### config.mk
export PLATFORM = sky130hd
export DESIGN_NAME = i2s_tx
export DESIGN_NICKNAME = d
export VERILOG_FILES = /design/src/rtl/i2s_tx.sv
export SDC_FILE = /design/constraint.sdc
export NUM_CORES = 1
export LEC_CHECK = 0
export CORE_MARGIN = 2
export CORE_UTILIZATION = 50
export DETAILED_ROUTE_END_ITERATION = 12
export GPL_ROUTABILITY_DRIVEN = 1
export MAX_ROUTING_LAYER = met4
export PLACE_DENSITY = 0.8
export SLEW_MARGIN = 20
export SYNTH_ARGS = -nofsm -noshare
export SYNTH_HDL_FRONTEND = slang
export SYNTH_SLANG_ARGS = --single-unit
### constraint.sdc
create_clock -name clk -period 2.6 [get_ports clk]
set_clock_uncertainty 0.1 [all_clocks]
set_input_delay 0.78 -clock clk [delete_from_list [all_inputs] [get_ports clk]]
set_output_delay 0.78 -clock clk [all_outputs]
set_load 0.01 [all_outputs]
### src/rtl/i2s_tx.sv
// i2s_tx: I2S master transmitter for a stereo two's-complement DAC.
// Derives scki/bck/lrck from clk through an 8-bit prescaler (256/64/1 x Fs).
// Accepts one stereo pair at a time into a one-deep holding buffer and serialises it MSB-first.
// Ports:
//   clk, reset (async, active-low)
//   in_left, in_right, in_valid, in_ready : valid/ready sample-pair input
//   clr_underrun                          : synchronous clear of underrun_sticky
//   scki, bck, lrck, dout                 : DAC serial interface
//   frame_start, underrun                 : 1-clk pulses after each frame wrap
//   underrun_sticky                       : latched underrun flag
module i2s_tx #(
  parameter int unsigned DATA_W = 24
) (
  input  logic              clk,
  input  logic              reset,
  input  logic [DATA_W-1:0] in_left,
  input  logic [DATA_W-1:0] in_right,
  input  logic              in_valid,
  output logic              in_ready,
  input  logic              clr_underrun,
  output logic              scki,
  output logic              bck,
  output logic              lrck,
  output logic              dout,
  output logic              frame_start,
  output logic              underrun,
  output logic              underrun_sticky
);

  localparam int unsigned PRESC_W = 8;
  localparam int unsigned SLOT_W  = 5;
  localparam int unsigned HALF_W  = 32;
  localparam int unsigned PAD_W   = HALF_W - 1 - DATA_W;

  logic [PRESC_W-1:0] prescaler;
  logic [PRESC_W-1:0] prescaler_nxt;
  logic               pending_full;
  logic               pending_full_nxt;
  logic [DATA_W-1:0]  pend_l;
  logic [DATA_W-1:0]  pend_r;
  logic [DATA_W-1:0]  pend_l_nxt;
  logic [DATA_W-1:0]  pend_r_nxt;
  logic [DATA_W-1:0]  act_l;
  logic [DATA_W-1:0]  act_r;
  logic [DATA_W-1:0]  act_l_nxt;
  logic [DATA_W-1:0]  act_r_nxt;
  logic               in_ready_nxt;
  logic               dout_nxt;
  logic               frame_start_nxt;
  logic               underrun_nxt;
  logic               sticky_nxt;
  logic               wrap;
  logic               accept;
  logic               load;
  logic [SLOT_W-1:0]  slot;
  logic [HALF_W-1:0]  half_bits;

  // DAC system clock is the system clock itself
  assign scki = clk;

  // Bit and word clocks are taps of the prescaler register
  assign bck  = prescaler[1];
  assign lrck = prescaler[7];

  // Next-state: prescaler, buffering, frame-boundary load and serial bit select
  always_comb begin
    prescaler_nxt    = prescaler + PRESC_W'(1);
    wrap             = (prescaler == '1);
    accept           = in_valid && in_ready;
    load             = wrap && pending_full;
    pending_full_nxt = pending_full;
    pend_l_nxt       = pend_l;
    pend_r_nxt       = pend_r;
    act_l_nxt        = act_l;
    act_r_nxt        = act_r;

    // Frame boundary: play the pending pair, or silence if none arrived in time
    if (wrap) begin
      act_l_nxt = pending_full ? pend_l : '0;
      act_r_nxt = pending_full ? pend_r : '0;
    end
    if (load) begin
      pending_full_nxt = 1'b0;
    end
    // An accept on the boundary edge lands in pending and waits for the next frame
    if (accept) begin
      pending_full_nxt = 1'b1;
      pend_l_nxt       = in_left;
      pend_r_nxt       = in_right;
    end

    // Ready reopens one clk after the load that emptied the buffer
    in_ready_nxt    = !pending_full_nxt && !load;
    frame_start_nxt = wrap;
    underrun_nxt    = wrap && !pending_full;
    sticky_nxt      = underrun_nxt ? 1'b1 : (clr_underrun ? 1'b0 : underrun_sticky);

    // Half-frame image: bit 31 is slot 0 (always 0), MSB in slot 1, zero padding after LSB
    slot      = prescaler_nxt[6:2];
    half_bits = HALF_W'(prescaler_nxt[7] ? act_r_nxt : act_l_nxt) << PAD_W;
    dout_nxt  = half_bits[~slot];
  end

  // State and registered outputs
  always_ff @(posedge clk or negedge reset) begin
    if (!reset) begin
      prescaler       <= '0;
      pending_full    <= 1'b0;
      pend_l          <= '0;
      pend_r          <= '0;
      act_l           <= '0;
      act_r           <= '0;
      in_ready        <= 1'b0;
      dout            <= 1'b0;
      frame_start     <= 1'b0;
      underrun        <= 1'b0;
      underrun_sticky <= 1'b0;
    end else begin
      prescaler       <= prescaler_nxt;
      pending_full    <= pending_full_nxt;
      pend_l          <= pend_l_nxt;
      pend_r          <= pend_r_nxt;
      act_l           <= act_l_nxt;
      act_r           <= act_r_nxt;
      in_ready        <= in_ready_nxt;
      dout            <= dout_nxt;
      frame_start     <= frame_start_nxt;
      underrun        <= underrun_nxt;
      underrun_sticky <= sticky_nxt;
    end
  end

endmodule

Signal wires by layer:
Scale: 4 px per µm.
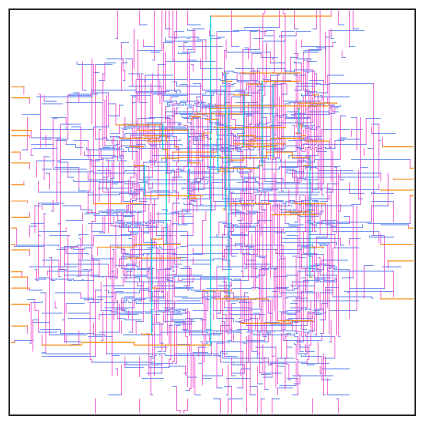
layer	color	wire length
met3	orange	621 µm
met1	blue	4530 µm
met4	cyan	341 µm
met2	magenta	5620 µm
overall via count from detail_route: 3538
Tot GR Track Use: 22.9%
DR WL/cell: 18.5 µm
Post-Route WL: 11.1 mm

Wires at chosen ports, followed through buffers:
Scale: 4 px per µm.
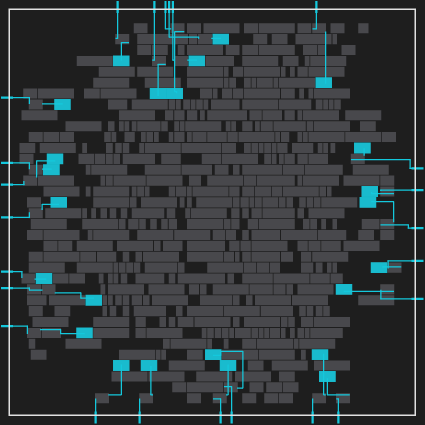
port	color	bits	direction	edge	end cells	buffers	wire
in_right	cyan	24	input	7 left, 6 top, 6 bottom, 5 right	24	24	379 µm
IO buf count: 59
boundary pin count: 60

Ports around the boundary:
Scale: 3 px per µm. Pins as bars across the die edge, other pins in gray.
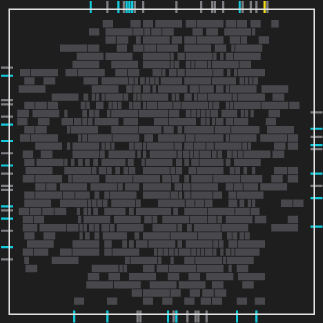
port	color	pins	direction	edge
in_right	cyan	24	input	7 left, 6 top, 6 bottom, 5 right
underrun	yellow	1	output	top
all pins by edge	20 top, 18 left, 13 bottom, 9 right
chip height: 101 µm
width of the chip: 101 µm

Track usage over the die:
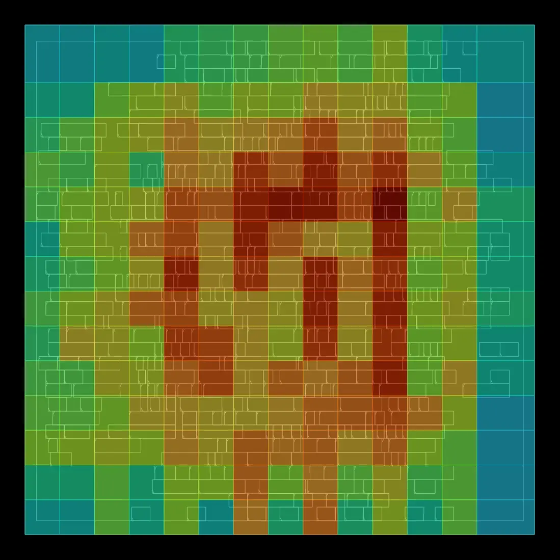
GR Layer Usage met3: 5.45%
share of the core filled with cells: 66.1%
met1 Use GR: 28.8%
global routing met2 resource utilization: 35.5%

==> results.cfg <==
; yosys + openroad results
[outcome]
outcome = finished with violations
failed_checks = negative setup slack

[sta]
period_used_pct = 105
final-hold-violation-count = 0
setup_ws_ps = -132
setup_viol_count_final = 1
grt_setup_unrepaired = yes
final-max-slew-violation-count = 0
timing_worst_slew_pin_value_ps = 664
slew_headroom_pct = 55.6

[place]
gp_routability_congestion = 0.888
placed_area_mm2 = 0.00554

[drt]
detail-route-antenna-nets = 0
detailroute.wirelength.met3_um = 620
detailroute.wirelength.met2_mm = 5.62
route.top_layer_used = met4
dr.pass1.iters = 5
drt_iter0_drc = 308

[layout]
diodes = 0
clockNetworkAreaShare_pct = 3.58
flow.area_growth_from_synthesis_pct = 28.9
signal_buffer_area_fraction_pct = 16.5
drive_gt1_share_pct = 28.2
clkbuf_count = 14
layout.cells.largest_class = sequential cells
finalInstanceArea_mm2 = 0.00608
non_clock_inverter_count = 12
layout.non_clock_buffers = 95
logic_area_mm2 = 0.00192
seq-cell-share_pct = 45.3
sh_comb_area_pct = 31.5
flops = 110
seqCellArea_mm2 = 0.00276

[cts]
cts.clk_slew.worst_paths_ps = 100
hold_buffers = 0
postCtsSetupBuffers = 7
cts_tree = yes
clk-insertion-delay-late_ps = 480

[logic_synthesis]
synth.yosys.chip_area_mm2 = 0.00472
yosys-top-cells-area = sky130_fd_sc_hd__dfrtp_1 (58%), sky130_fd_sc_hd__mux2_2 (12%), sky130_fd_sc_hd__o21ai_0 (7.5%), sky130_fd_sc_hd__nand2_1 (5.5%), sky130_fd_sc_hd__mux4_2 (5.3%)
synth.lib_cells_used.distinct = 37
yosys.area.top_type_share_pct = 58.4
flop_cell = sky130_fd_sc_hd__dfrtp_1
enable_flop_cells = 0
post-synth-top-area-cell = sky130_fd_sc_hd__dfrtp_1
common_cells = sky130_fd_sc_hd__dfrtp_1 (110), sky130_fd_sc_hd__o21ai_0 (71), sky130_fd_sc_hd__nand2_1 (69)
synthCells = 403
ys_seq_share_pct = 58.4
ys_ff = 110

[pwr]
p_leak_nw = 2.82
p_comb_mw = 0.172
cellInternalPower_mw = 2.32
pwr-share-seq_pct = 58.6
maxPowerGroup = sequential cells
power.share.clock_pct = 35.7
power.clock.total_mw = 1.08
seq_cell_power_mw = 1.77
power.ir.vdd_worst_mv = 0.359
total_switching_power_mw = 0.702
powerDensity_mw_per_mm2 = 497

[die]
rows = 35
chip_area_mm2 = 0.0102
core_area_mm2 = 0.00920
taps = 111

[setup_path]
reg2reg_to = dout
endpoint_kind = flop
startpoint = prescaler[1]
cp.required_ps = 2850
critical_path_peak_fanout = 7
ff2ff_setup_slack_ps = -130
arrival_ps = 2980
worst-setup-path-type = reg -> reg
worst_r2r_path_depth = 9
critPathLaunchType = flop

[job]
cap_violations = 0
warnings = 28

[global_route]
final_global_route_overflow_total = 0
vias_in_the_first_global_route = 3510
==> metrics by stage <==
| step | TNS (ps) | instances | util, % | total power, mW | hold WS [ps] |
|---|---|---|---|---|---|
| after floorplan | 0 | 403 | - | 1.87 | 329 |
| after global placement | -85.3 | 566 | 60.3 | 2.01 | 344 |
| after detailed placement | -226 | 566 | 60.3 | 2.01 | 352 |
| after CTS | 0 | 594 | 64.5 | 3.03 | 181 |
| after global routing | -229 | 601 | 66.1 | 3.13 | 190 |
| final | -132 | 601 | 66.1 | 3.02 | 164 |
==> cell families (layout without fill, tap and decap cells) <==
group           after synthesis  count (layout)  share of synthesized area, %
simple gates                 94              94                          8.36
flops                       110             110                          58.4
mux                          60              60                          16.9
xor+xnor                      6               6                          1.11
fa+ha+maj                     1               1                         0.265
compound gates               92              92                          11.1
buf+inv                      40             127                          3.90
==> state kept, by name, summed over array words and instances, names as in the netlist <==
| name | flops |
|---|---|
| prescaler | 8 |
| frame_start | 1 |
| in_ready | 1 |
| pend_l | 24 |
| act_r | 24 |
| pend_r | 24 |
| pending_full | 1 |
| act_l | 24 |
| underrun | 1 |
| underrun_sticky | 1 |
| dout | 1 |
==> critical path: stages, from the launching register on <==
cell                       delay, ps
sky130_fd_sc_hd__dfrtp_1         410
sky130_fd_sc_hd__ha_4            160
sky130_fd_sc_hd__nand4_4         150
sky130_fd_sc_hd__buf_12          180
sky130_fd_sc_hd__o21ai_1         210
sky130_fd_sc_hd__o21ai_2         100
sky130_fd_sc_hd__mux4_2          520
sky130_fd_sc_hd__mux2_4          290
sky130_fd_sc_hd__a221oi_4        320
sky130_fd_sc_hd__o32ai_2         160
No activity file was given, so power comes from the tool's default toggle rates.
